### M1 wires, run 1

Scale bar: 50 um.
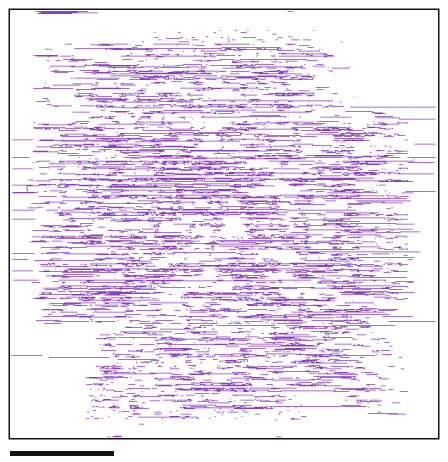
### Signal wires on met2, run 1

Scale bar: 50 um.
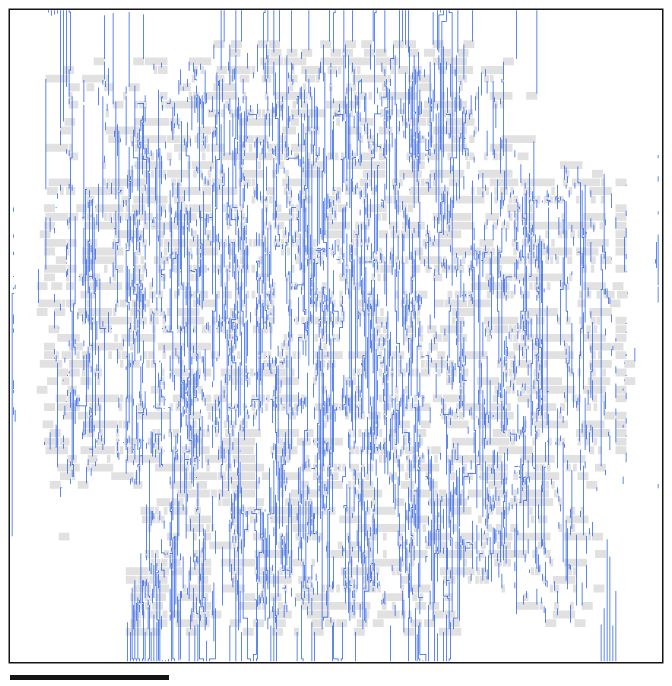
### Signal wires on met3, run 1

Scale bar: 50 um.
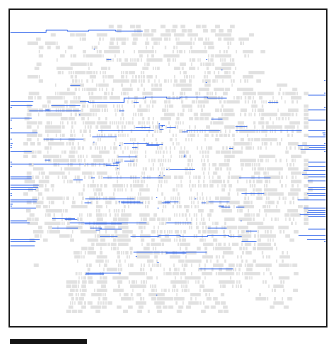
**src/rtl/coreriscv_axi4_clint_pkg.sv**
```systemverilog
// coreriscv_axi4_clint_pkg
// Shared definitions for the core-local interruptor: register map
// constants, the response record carried by the single response stage,
// the decoded register-select enum and a byte-mask expansion helper.
package coreriscv_axi4_clint_pkg;

  localparam logic [15:0] MSIP_BASE     = 16'h0000;
  localparam logic [15:0] MTIMECMP_BASE = 16'h4000;
  localparam logic [15:0] MTIME_ADDR    = 16'hBFF8;

  typedef struct packed {
    logic [63:0] data;
    logic [1:0]  id;
    logic        error;
  } resp_t;

  typedef enum logic [1:0] {
    SEL_NONE,
    SEL_MSIP,
    SEL_MTIMECMP,
    SEL_MTIME
  } sel_e;

  // Turns an 8-bit byte-enable into a 64-bit bit mask.
  function automatic logic [63:0] expand_mask(input logic [7:0] mask);
    logic [63:0] bits;
    bits = '0;
    for (int i = 0; i < 8; i++) begin
      bits[i*8 +: 8] = {8{mask[i]}};
    end
    return bits;
  endfunction

endpackage

```
**src/rtl/coreriscv_axi4_clint_rtcdiv.sv**
```systemverilog
// coreriscv_axi4_clint_rtcdiv
// Tick source for mtime. With RTC_DIV = 0 the external rtc_tick is passed
// straight through; with RTC_DIV >= 2 a prescaler counts 0..RTC_DIV-1 and
// ticks on the cycle it holds RTC_DIV-1.
// Ports:
//   clk      - clock
//   reset_n  - synchronous active-low reset
//   rtc_tick - external tick, each high cycle counts once
//   tick     - selected tick, one cycle wide
module coreriscv_axi4_clint_rtcdiv #(
  parameter int RTC_DIV = 0
) (
  input  logic clk,
  input  logic reset_n,
  input  logic rtc_tick,
  output logic tick
);

  // The counter is always built so the module elaborates identically for
  // both tick sources; with the external source it is simply unobserved.
  localparam int PERIOD = (RTC_DIV >= 2) ? RTC_DIV : 2;
  localparam logic [15:0] LAST = 16'(PERIOD - 1);

  logic [15:0] count_q;
  logic        wrap;

  assign wrap = (count_q == LAST);

  always_ff @(posedge clk) begin
    if (!reset_n) begin
      count_q <= '0;
    end else if (wrap) begin
      count_q <= '0;
    end else begin
      count_q <= count_q + 16'd1;
    end
  end

  assign tick = (RTC_DIV == 0) ? rtc_tick : wrap;

endmodule

```
**src/rtl/coreriscv_axi4_clint.sv**
```systemverilog
// coreriscv_axi4_clint
// Multi-hart core-local interruptor: shared mtime counter, per-hart
// mtimecmp and msip registers behind a valid/ready request/response port
// with a single response stage.
// Ports:
//   clk, reset_n                - clock, synchronous active-low reset
//   req_valid/req_ready         - request handshake
//   req_write/addr/data/mask/id - request payload (64-bit word access)
//   resp_valid/resp_ready       - response handshake
//   resp_data/resp_id/resp_error- response payload
//   rtc_tick                    - external tick (used when RTC_DIV = 0)
//   msip, mtip                  - per-hart software / timer interrupts
module coreriscv_axi4_clint
  import coreriscv_axi4_clint_pkg::*;
#(
  parameter int N_HARTS = 1,
  parameter int TIME_W  = 64,
  parameter int RTC_DIV = 0
) (
  input  logic               clk,
  input  logic               reset_n,
  input  logic               req_valid,
  output logic               req_ready,
  input  logic               req_write,
  input  logic [15:0]        req_addr,
  input  logic [63:0]        req_data,
  input  logic [7:0]         req_mask,
  input  logic [1:0]         req_id,
  output logic               resp_valid,
  input  logic               resp_ready,
  output logic [63:0]        resp_data,
  output logic [1:0]         resp_id,
  output logic               resp_error,
  input  logic               rtc_tick,
  output logic [N_HARTS-1:0] msip,
  output logic [N_HARTS-1:0] mtip
);

  // Two harts share each msip word; an odd hart count leaves a phantom bit.
  localparam int MSIP_WORDS = (N_HARTS + 1) / 2;
  localparam int PAD_W      = 2 * MSIP_WORDS;

  logic [TIME_W-1:0]  mtime_q;
  logic [TIME_W-1:0]  mtime_inc;
  logic [TIME_W-1:0]  mtime_nxt;
  logic [TIME_W-1:0]  mtimecmp_q [N_HARTS];
  logic [N_HARTS-1:0] msip_q;
  logic [N_HARTS-1:0] mtip_q;
  logic [N_HARTS-1:0] cmp_ge;
  logic [PAD_W-1:0]   msip_pad;
  logic [PAD_W-1:0]   msip_nxt;

  resp_t       resp_q;
  logic        resp_valid_q;
  logic        tick;
  logic        accept;
  logic        wr_en;
  logic [12:0] word;
  logic [12:0] msip_off;
  logic [12:0] cmp_off;
  sel_e        sel;
  logic [63:0] wmask;
  logic [63:0] rdata;
  logic        unused_bits;

  coreriscv_axi4_clint_rtcdiv #(
    .RTC_DIV (RTC_DIV)
  ) u_rtcdiv (
    .clk      (clk),
    .reset_n  (reset_n),
    .rtc_tick (rtc_tick),
    .tick     (tick)
  );

  assign req_ready = !resp_valid_q || resp_ready;
  assign accept    = req_valid && req_ready;
  assign wr_en     = accept && req_write;
  assign wmask     = expand_mask(req_mask);
  assign msip_pad  = PAD_W'(msip_q);

  // Offsets are taken modulo 2^13, so addresses below a region's base wrap
  // to large values and fall outside the hart-count bound.
  always_comb begin
    word     = req_addr[15:3];
    msip_off = word - MSIP_BASE[15:3];
    cmp_off  = word - MTIMECMP_BASE[15:3];
    sel      = SEL_NONE;
    if (word == MTIME_ADDR[15:3]) begin
      sel = SEL_MTIME;
    end else if (cmp_off < 13'(N_HARTS)) begin
      sel = SEL_MTIMECMP;
    end else if (msip_off < 13'(MSIP_WORDS)) begin
      sel = SEL_MSIP;
    end
  end

  // Read data comes from the current register values, i.e. before this
  // cycle's tick or write lands.
  always_comb begin
    rdata = '0;
    case (sel)
      SEL_MSIP: begin
        for (int k = 0; k < MSIP_WORDS; k++) begin
          if (msip_off == 13'(k)) begin
            rdata[0]  = msip_pad[2*k];
            rdata[32] = msip_pad[2*k+1];
          end
        end
      end
      SEL_MTIMECMP: begin
        for (int h = 0; h < N_HARTS; h++) begin
          if (cmp_off == 13'(h)) begin
            rdata = 64'(mtimecmp_q[h]);
          end
        end
      end
      SEL_MTIME: rdata = 64'(mtime_q);
      default:   rdata = '0;
    endcase
  end

  // Written bytes take the write data, unwritten bytes still take the
  // ticked value, so a write never swallows a concurrent tick.
  always_comb begin
    mtime_inc = tick ? (mtime_q + TIME_W'(1)) : mtime_q;
    mtime_nxt = mtime_inc;
    if (wr_en && (sel == SEL_MTIME)) begin
      mtime_nxt = TIME_W'((req_data & wmask) | (64'(mtime_inc) & ~wmask));
    end
  end

  always_comb begin
    msip_nxt = msip_pad;
    if (wr_en && (sel == SEL_MSIP)) begin
      for (int k = 0; k < MSIP_WORDS; k++) begin
        if (msip_off == 13'(k)) begin
          if (req_mask[0]) msip_nxt[2*k]   = req_data[0];
          if (req_mask[4]) msip_nxt[2*k+1] = req_data[32];
        end
      end
    end
  end

  for (genvar h = 0; h < N_HARTS; h++) begin : g_hart
    assign cmp_ge[h] = (mtime_q >= mtimecmp_q[h]);
  end

  always_ff @(posedge clk) begin
    if (!reset_n) begin
      mtime_q <= '0;
      msip_q  <= '0;
      mtip_q  <= '0;
      for (int h = 0; h < N_HARTS; h++) begin
        mtimecmp_q[h] <= '1;
      end
    end else begin
      mtime_q <= mtime_nxt;
      msip_q  <= msip_nxt[N_HARTS-1:0];
      mtip_q  <= cmp_ge;
      for (int h = 0; h < N_HARTS; h++) begin
        if (wr_en && (sel == SEL_MTIMECMP) && (cmp_off == 13'(h))) begin
          mtimecmp_q[h] <= TIME_W'((req_data & wmask) | (64'(mtimecmp_q[h]) & ~wmask));
        end
      end
    end
  end

  // Single response stage; a pending response is dropped by reset.
  always_ff @(posedge clk) begin
    if (!reset_n) begin
      resp_valid_q <= 1'b0;
      resp_q       <= '0;
    end else if (accept) begin
      resp_valid_q <= 1'b1;
      resp_q.data  <= req_write ? 64'd0 : rdata;
      resp_q.id    <= req_id;
      resp_q.error <= (sel == SEL_NONE);
    end else if (resp_ready) begin
      resp_valid_q <= 1'b0;
    end
  end

  assign resp_valid = resp_valid_q;
  assign resp_data  = resp_q.data;
  assign resp_id    = resp_q.id;
  assign resp_error = resp_q.error;
  assign msip       = msip_q;
  assign mtip       = mtip_q;

  assign unused_bits = ^{req_addr[2:0], msip_nxt};

endmodule
```
**config.mk**
```make
export PLATFORM = sky130hd
export DESIGN_NAME = coreriscv_axi4_clint
export DESIGN_NICKNAME = d
export VERILOG_FILES = /design/src/rtl/coreriscv_axi4_clint_pkg.sv /design/src/rtl/coreriscv_axi4_clint_rtcdiv.sv /design/src/rtl/coreriscv_axi4_clint.sv
export SDC_FILE = /design/constraint.sdc
export NUM_CORES = 1
export LEC_CHECK = 0
export ABC_AREA = 1
export CORE_MARGIN = 8
export CORE_UTILIZATION = 35
export CTS_CLUSTER_DIAMETER = 150
export CTS_CLUSTER_SIZE = 28
export DETAILED_ROUTE_END_ITERATION = 8
export GPL_ROUTABILITY_DRIVEN = 0
export PLACE_DENSITY = 0.53
export SLEW_MARGIN = 20
export SYNTH_ARGS = -nofsm -noshare
export SYNTH_HDL_FRONTEND = slang
export SYNTH_SLANG_ARGS = --single-unit
```
**constraint.sdc**
```tcl
create_clock -name clk -period 2.76 [get_ports clk]
set_input_delay 0.276 -clock clk [delete_from_list [all_inputs] [get_ports clk]]
set_output_delay 0.276 -clock clk [all_outputs]
set_load 0.02 [all_outputs]
```
==> out/qor.yml, run 1 <==
crit_arrival_ps: 2700
yosys.cell_count.top_type: "nand2_1"
cp_top_family: "simple AND/OR/NAND/NOR gates"
drc: 0
edf_count: 64
numClockSinks: 198
cp_common_cell: "nand2_1"
place_ws_ps: 207
hold_class: "in2reg"
worst_pin_slew_ps: 743
routed_via_density: 4.97
total_power_uw: 5970
chipArea_um2: 42100
first_pass_iters: 5
cts_buffers: 17
ys_types: 42
grt_pass1_wl_um: 63300
status: "completed"
yosys.area.top_type: "dfxtp_1"
core-area_um2: 35400
drt_iter0_markers: 678
cts_buffer_depth: 2
topCellsByArea: "dfxtp_1, nand2_1, edfxtp_1"
fmax_mhz: 426
drive_gt1_share_pct: 6.39
crit_buf_inv: 1
final_cells: 2402
p_leak_uw: 0.00601
netlist.area_leader.share_pct: 21.4
worst_setup_path_end_kind: "flop"
drtAntennaViolNets: 0
worstSetupEndpoint: "mtime_q[54]$_SDFF_PN0_"
cts-resized-gates: 0
crit_chain: "nand2_1 -> nor2_1 -> nand2_1 -> nor3_1 -> nand3b_1 -> nor2_2 -> nand3_1 -> nand2_1 -> nand3_1 -> nand2_1 -> inv_1"
reg2reg_from: "mtime_q[8]$_SDFF_PN0_"
io_buffer_count: 163
dpl.hpwl_um: 30700
crit_path_max_incr_delay_ps: 450
critPathLaunchType: "flop"
Notes on 'M1 wires' above:
longest straight run: 59.3 um
nets with wire on the layer: 1953
main direction: horizontal
wire length on this layer: 18800 um
Global Route met1 Usage: 25.0%
routed vias: 11900
WL final: 39700 um

Notes on 'Signal wires on met2' above:
share of all routed wire: 46%
longest straight run: 76.3 um
main direction: vertical
GRT met2 Usage: 31.3%

Notes on 'Signal wires on met3' above:
share of all routed wire: 4.6%
nets with wire on the layer: 136
routing usage on met3: 3.43%

==> run 1: flip-flops by register name, summed over array words and instances, names as in the netlist <==
| register | count |
|---|---|
| mtime_q | 64 |
| resp_valid | 1 |
| resp_id | 2 |
| resp_error | 1 |
| mtip | 1 |
| mtimecmp_q | 64 |
| resp_data | 64 |
| msip | 1 |
==> run 1: cells in the final DEF (no fill, tap or decap), types with 3 or more instances in the layout <==
cell type	n
a21oi_1	111
a21oi_2	23
buf_12	8
buf_4	31
clkbuf_1	4
clkbuf_16	17
clkdlybuf4s50_1	162
clkinv_2	3
dfxtp_1	134
edfxtp_1	64
ha_1	68
inv_1	186
inv_2	4
nand2_1	575
nand2_2	6
nand3_1	56
nand4_1	24
nor2_1	144
nor2_2	10
nor2_4	6
nor3_1	18
o211ai_1	69
o21a_1	4
o21ai_0	111
o21bai_1	7
o22ai_1	26
or2_2	3
xnor2_1	15
xor2_1	25
==> run 1: cell type report <==
type                    instances  area [um2]  share of cell area [%]
clock inverters                 8         100                   0.653
flip-flops and latches        198        4600                    30.1
multi-input cells            1319        6840                    44.6
clock buffers                  23         468                    3.05
well taps                     461         577                    3.76
repair buffers                202        2020                    13.2
inverters                     191         717                    4.68
==> run 1: worst reg2reg max path: stages, from the launching register on <==
cell	delay [ps]
dfxtp_1	450
nand2_1	160
nor2_1	220
nand2_1	70
nor3_1	310
nand3b_1	260
nor2_2	400
nand3_1	130
nand2_1	80
nand3_1	60
nand2_1	80
inv_1	30
==> run 1: power breakdown <==
group	switching [uW]	internal, uW	leakage [uW]	total [uW]
sequential	5.41	3000	0.00152	3010
combinational	262	189	0.00421	451
clock	1140	1380	0.000277	2510
total	1400	4570	0.00601	5970
==> run 1: worst min-delay path by stage <==
| stage | cells after the start | to |
|---|---|---|
| floorplan | 2 | mtime_q[6]$_SDFF_PN0_ |
| global placement | 2 | resp_data[21]$_SDFFE_PN0P_ |
| detailed placement | 2 | resp_data[32]$_SDFFE_PN0P_ |
| CTS | 3 | resp_id[1]$_SDFFE_PN0P_ |
| global route | 3 | resp_id[1]$_SDFFE_PN0P_ |
| finish | 3 | resp_id[1]$_SDFFE_PN0P_ |
==> run 1: routing by layer <==
metal / GRT usage (%) / wire [um] / vias to the layer above
li1: - / - / 6164
met4: 4.44 / 593 / 0
met2: 31.3 / 18400 / 237
met1: 25.0 / 18800 / 5496
met3: 3.43 / 1810 / 37
met5: 0 / 0 / -
==> run 1: logic make-up (layout without fill, tap and decap cells) <==
logic type,after synthesis,count (layout),share of synthesized area [%]
buffers and inverters,274,424,8.82
flip-flops,198,198,36.7
AND/OR/NAND/NOR,852,852,27.8
AND-OR/OR-AND,359,359,17.1
adder cells (fa/ha/maj),68,68,6.79
XOR/XNOR,40,40,2.80
==> run 1: through the flow <==
stage,instance area [um2],hold WS [ps]
floorplan,12500,411
global placement,14800,454
detailed placement,14800,456
CTS,15300,334
global route,15300,384
finish,15300,341
### Signal wires on met4, run 1

Scale bar: 50 um.
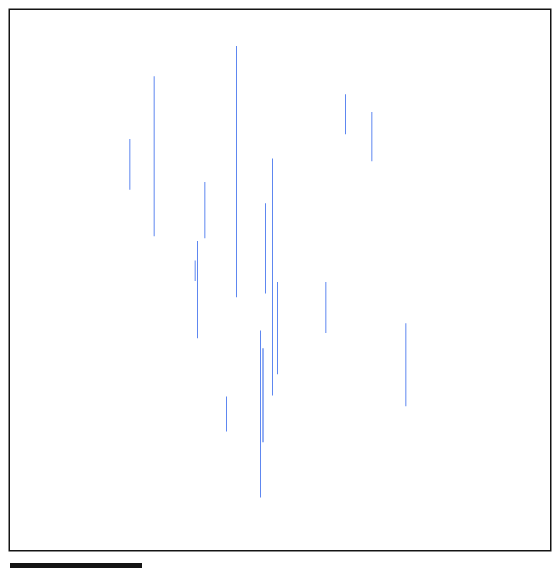

==> run 2: changes to the inputs <==
REMOVE_ABC_BUFFERS = 1   (was default)
SYNTH_HIERARCHICAL = 1   (was default)
### Signal wires on met4, run 2

Scale bar: 50 um.
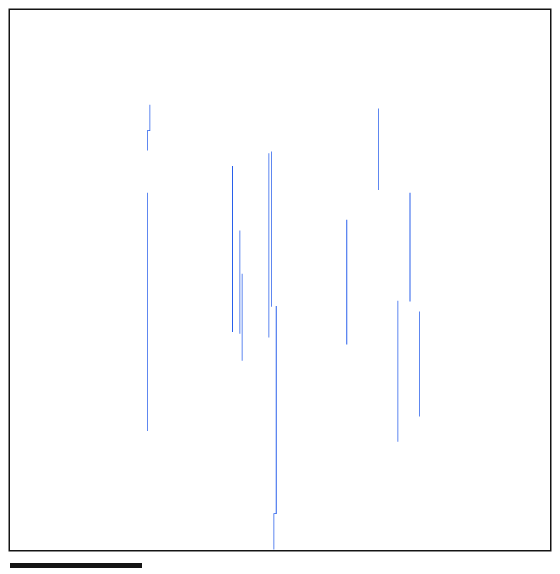
wire length on this layer: 673 um
nets with wire on the layer: 9
main direction: vertical
routed vias: 12100
WL final: 41800 um

### Signal wires on met2, run 2

Scale bar: 50 um.
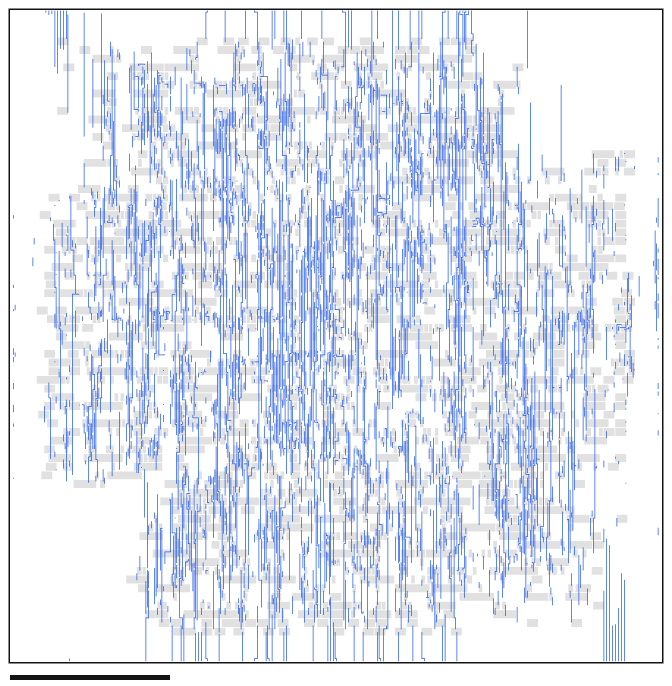
share of all routed wire: 45%
wire length on this layer: 18700 um
GRT met2 Usage: 31.8%

### Signal wires on met3, run 2

Scale bar: 50 um.
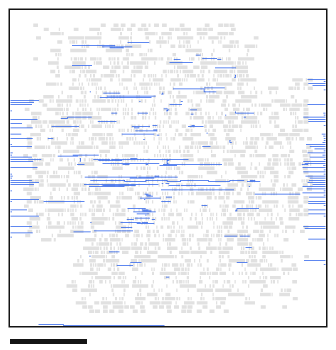
share of all routed wire: 5.0%
nets with wire on the layer: 175
routing usage on met3: 3.23%

==> run 2 against run 1 <==
Via count rose by 1.7%. Final cell count decreased by 0.75%. Worst setup slack worse by 63 ps. Area after synthesis is 0.94% lower. Fmax shrank 2.6%. Synthesized cell count fell by 1.1%. First-iteration DRC count up 15%. Flip-flop count unchanged. Largest power group unchanged.
==> out/qor.yml, run 2 <==
netSwitchingFraction_pct: 25.5  # was 23.5%
fp_util_pct: 35.2  # was 35.4%
drive_gt1_share_pct: 5.46  # was 6.39%
worst_setup_path_end_kind: "flop"  # unchanged
cts_buffers: 17  # unchanged
clkPwrFrac_pct: 41.1  # was 42.1%
syn2layout_area_growth_pct: 22.5  # was 22.3%
slew-limit-headroom_pct: 48.5  # was 50.5%
ys_types: 41  # was 42
edf_count: 64  # unchanged
cts_buffer_depth: 2  # unchanged
io_pins: 167  # unchanged
cts-resized-gates: 0  # unchanged
power.switching_uw: 1500  # was 1400 uW
p_comb_share_pct: 7.6  # was 7.5%
drtAntennaViolNets: 0  # unchanged
place_ws_ps: 288  # was 207 ps
drt_iter0_markers: 780  # was 678
critPathLaunchType: "flop"  # unchanged
p_seq_share_pct: 51.3  # was 50.4%
crit_arrival_ps: 2810  # was 2700 ps
status: "completed"  # unchanged
core-area_um2: 35200  # was 35400 um2
cts_hold_buf: 0  # unchanged
p_int_uw: 4380  # was 4570 uW
chipArea_um2: 41700  # was 42100 um2
worst_pin_slew_ps: 773  # was 743 ps
antenna_found_initial: 0  # unchanged
drc: 0  # unchanged
topCellsByArea: "dfxtp_1, nand2_1, edfxtp_1"  # unchanged
yosys.area.top_type: "dfxtp_1"  # unchanged
lay_top_cells: "nand2_1, inv_1, clkdlybuf4s50_1"  # unchanged
setup_viol: 0  # unchanged
io_buffer_count: 163  # unchanged
grt_pass1_wl_um: 65700  # was 63300 um
yosys.cell_count.top_type: "nand2_1"  # unchanged
routed_via_density: 5.09  # was 4.97
hold_class: "in2reg"  # unchanged
dpl.hpwl_um: 31400  # was 30700 um
final_cells: 2384  # was 2402
numClockSinks: 198  # unchanged
netlist.area_leader.share_pct: 21.6  # was 21.4%
synthesis.area_um2: 12400  # was 12500 um2
final_layout_top_logic_cell: "nand2_1"  # unchanged
-- run 2: logic make-up (layout without fill, tap and decap cells) --
| family | after synthesis | in the layout | synth area share [%] |
|---|---|---|---|
| compound gates | 352 | 352 | 16.3 |
| xor+xnor | 41 | 41 | 2.89 |
| fa+ha+maj | 68 | 68 | 6.85 |
| buf+inv | 275 | 427 | 8.92 |
| flops | 198 | 198 | 37.1 |
| simple gates | 837 | 837 | 27.9 |
-- run 2: per-layer routing --
metal	GRT usage, %	vias to the layer above	part of all wire (%)
li1	-	6134	-
met1	27.5	5656	49
met2	31.8	316	45
met3	3.23	31	5.0
met4	5.37	0	1.6
met5	0	-	0
-- run 2: stage by stage --
step / hold slack, ps / power [uW] / utilization (%) / area [um2] / setup TNS, ps
6_report: 182 / 5880 / 43.2 / 15200 / 0
4_1_cts: 168 / 5950 / 43.2 / 15200 / 0
3_5_place_dp: 455 / 3530 / 41.6 / 14700 / 0
2_1_floorplan: 374 / 3220 / - / 12000 / -282480
3_3_place_gp: 453 / 3530 / 41.6 / 14700 / 0
5_1_grt: 193 / 6080 / 43.2 / 15200 / 0
-- run 2: worst max-delay path: stages, from the launching register on --
cell     delay, ps
dfxtp_1        460
ha_1           250
inv_1           50
nor2_1         190
nand2_1         80
nor2_1         410
nand3_1        330
nor2_1         260
nand2_1         70
nand2_1         60
nand2_1         60
a21oi_1        110
-- run 2: worst paths after layout --
path | start | endpoint | slack, ps | cells past startpoint
worst min-delay path | reset_n | resp_data[32]$_SDFFE_PN0P_ | 180 | 3
worst min register to register | resp_data[6]$_SDFFE_PN0P_ | resp_data[6]$_SDFFE_PN0P_ | 470 | 2
worst max register to register | mtime_q[0]$_SDFF_PN0_ | mtime_q[56]$_SDFF_PN0_ | 350 | 11
worst max-delay path | mtime_q[0]$_SDFF_PN0_ | mtime_q[56]$_SDFF_PN0_ | 350 | 11
-- run 2: cell type report --
class | count | area, um2
clock buffers | 19 | 443
clock inverters | 13 | 101
fillers | 3735 | 20000
inverters | 191 | 717
multi-input cells | 1298 | 6720
flip-flops and latches | 198 | 4600
well taps | 461 | 577
repair buffers | 204 | 2050
-- run 2: power by group through the flow --
stage,Combinational (uW),Clock (uW),Sequential [uW]
after global placement,448,0,3080
final,447,2420,3010
after detailed placement,451,0,3080
after global routing,488,2580,3010
after floorplan,129,0,3090
after CTS,453,2480,3010
### M1 wires, run 2

Scale bar: 50 um.
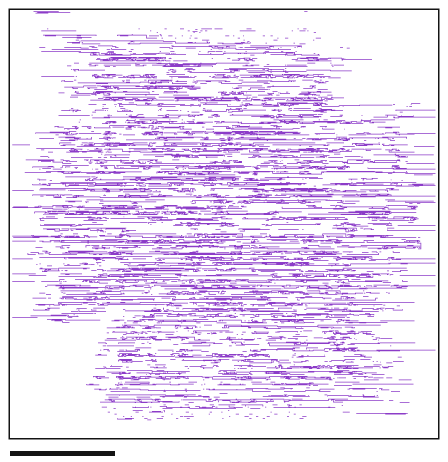

==> run 3: changes to the inputs <==
MAX_ROUTING_LAYER = met4   (was default)
RECOVER_POWER = 100   (was default)
### M1 wires, run 3

Scale bar: 50 um.
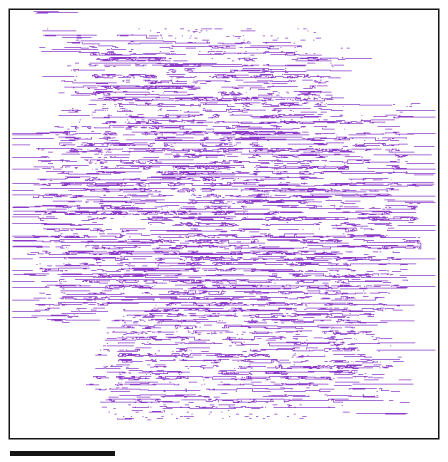
longest straight run: 56.6 um
wire length on this layer: 20.5 mm
WL final: 41700 um
routed vias: 12100
Global Route met1 Usage: 27.7%

### Signal wires on met2, run 3

Scale bar: 50 um.
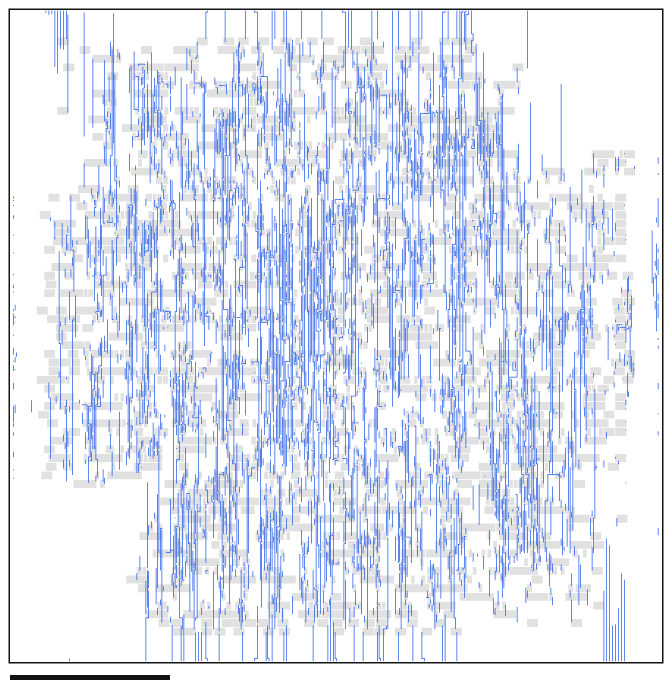
main direction: vertical
wire length on this layer: 18700 um
nets with wire on the layer: 1617
longest straight run: 66.3 um
share of all routed wire: 45%
GRT met2 Usage: 31.8%

==> run 3 against run 2 <==
The run now ends with capacitance limit left. Clock power hardly changed. Core utilization decreased by 0.23 points. Worst setup slack worse by 28 ps. Count of clock-buffer cells in the layout stayed put. Sequential power about the same. Register-to-register slack got worse by 30 ps. Wire length is 0.21% lower. Final cell count is the same. First-iteration DRC count is 8.1% higher. Via count about the same. Combinational power down 2%. Flip-flop count stayed put. Critical path type unchanged. Critical endpoint is now mtime_q[50]$_SDFF_PN0_. Largest power group unchanged.
==> out/qor.yml, run 3 <==
slew-limit-headroom_pct: 0.405  # was 48.5%
io_buffer_count: 163  # unchanged
fp_util_pct: 35.2  # unchanged
cts_buffers: 17  # unchanged
routed_via_density: 5.09  # about the same
netSwitchingFraction_pct: 25.5  # about the same
maxCapViolCount: 1  # was 0
lay_top_cells: "nand2_1, inv_1, nor2_1"  # was nand2_1, inv_1, clkdlybuf4s50_1
crit_buf_inv: 2  # was 1
final_layout_top_logic_cell: "nand2_1"  # unchanged
critPathLaunchType: "flop"  # unchanged
cts_buffer_depth: 2  # unchanged
numClockSinks: 198  # unchanged
antenna_found_initial: 0  # unchanged
cts_hold_buf: 0  # unchanged
place_ws_ps: 288  # unchanged
n_fill_cell: 3748  # was 3735
cp_top_family: "simple AND/OR/NAND/NOR gates"  # unchanged
ys_sh_aoi_pct: 16.3  # unchanged
reg2reg_from: "mtime_q[0]$_SDFF_PN0_"  # unchanged
drc: 0  # unchanged
fmax_mhz: 410  # was 415 MHz
io_pins: 167  # unchanged
topCellsByArea: "dfxtp_1, nand2_1, edfxtp_1"  # unchanged
synthesis.area_um2: 12400  # unchanged
crit_path_max_incr_delay_ps: 460  # about the same
syn2layout_area_growth_pct: 21.8  # was 22.5%
fin_area_um2: 15100  # was 15200 um2
cts-resized-gates: 0  # unchanged
core-area_um2: 35200  # unchanged
crit_arrival_ps: 2800  # was 2810 ps
first_pass_iters: 5  # unchanged
violations: "capacitance limit"
worst_setup_path_end_kind: "flop"  # unchanged
status: "finished with violations"  # was completed
clkPwrFrac_pct: 41.2  # was 41.1%
dpl.hpwl_um: 31400  # unchanged
cp_slowest_cell: "dfxtp_1"  # unchanged
grt_pass1_wl_um: 65600  # was 65700 um
chipArea_um2: 41700  # unchanged
worst_pin_slew_ps: 1490  # was 773 ps
power.switching_uw: 1500  # about the same
hold_class: "in2reg"  # unchanged
### Track usage over the die, run 3

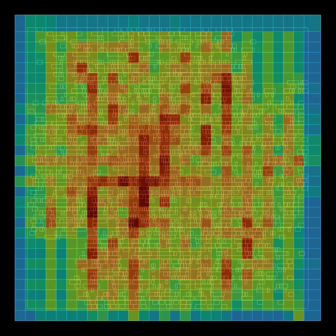
post-layout util: 42.9%
GR Util All Layers: 20.5%
GR peak layer: met2
routing usage on met3: 2.69%
WL/cell: 17.5 um

[run 3: how the worst max path moves through the flow]
stage | to | start | depth (start not counted) | slack (ps)
finish | mtime_q[50]$_SDFF_PN0_ | mtime_q[0]$_SDFF_PN0_ | 14 | 320
global route | mtime_q[35]$_SDFF_PN0_ | mtime_q[3]$_SDFF_PN0_ | 11 | 130
CTS | mtime_q[56]$_SDFF_PN0_ | mtime_q[0]$_SDFF_PN0_ | 11 | 470
detailed placement | mtimecmp_q[0][12]$_SDFFCE_PN1P_ | req_addr[3] | 10 | 290
global placement | mtimecmp_q[0][15]$_SDFFCE_PN1P_ | req_addr[15] | 9 | 320
floorplan | mtimecmp_q[0][0]$_SDFFCE_PN1P_ | req_addr[5] | 7 | -2060
[run 3: power groups by stage]
stage	combinational (uW)	sequential, uW	clock (uW)
floorplan	129	3090	0
global route	478	3010	2580
finish	437	3010	2420
global placement	448	3080	0
detailed placement	451	3080	0
CTS	453	3010	2480
[run 3: cell type report]
class / instances / area (um2) / area share (%)
multi-input cells: 1298 / 6680 / 44.1
flip-flops and latches: 198 / 4600 / 30.4
repair buffers: 204 / 2010 / 13.3
inverters: 191 / 717 / 4.74
well taps: 461 / 577 / 3.81
clock buffers: 19 / 443 / 2.93
clock inverters: 13 / 101 / 0.670
[run 3: cells by family (layout without fill, tap and decap cells)]
group	Yosys count	after routing
AND/OR/NAND/NOR	837	837
AND-OR/OR-AND	352	352
buffers and inverters	275	427
flip-flops	198	198
adder cells (fa/ha/maj)	68	68
XOR/XNOR	41	41
[run 3: metal layers]
layer  up-vias  part of all wire, %  wire length, um
li1       6142                    -                -
met3        31                  4.5             1880
met5         -                    0                0
met4         0                  1.6              669
met1      5680                   49            20500
met2       290                   45            18700
[run 3: worst register-to-register path: cells and delay by family (launching register included)]
family	cells	cell delay, ps
fa+ha+maj	1	250
flops	1	460
simple gates	11	1480
buf+inv	2	170
[run 3: through the flow]
step | util [%] | power (uW) | cells | hold slack [ps] | setup TNS (ps)
floorplan | - | 3220 | 1687 | 374 | -282480
global placement | 41.6 | 3530 | 2352 | 453 | 0
detailed placement | 41.6 | 3530 | 2352 | 455 | 0
CTS | 43.2 | 5950 | 2384 | 168 | 0
global route | 42.9 | 6070 | 2384 | 181 | 0
finish | 42.9 | 5870 | 2384 | 158 | 0
Power figures rest on the tool's default switching activity, not on a simulated workload.
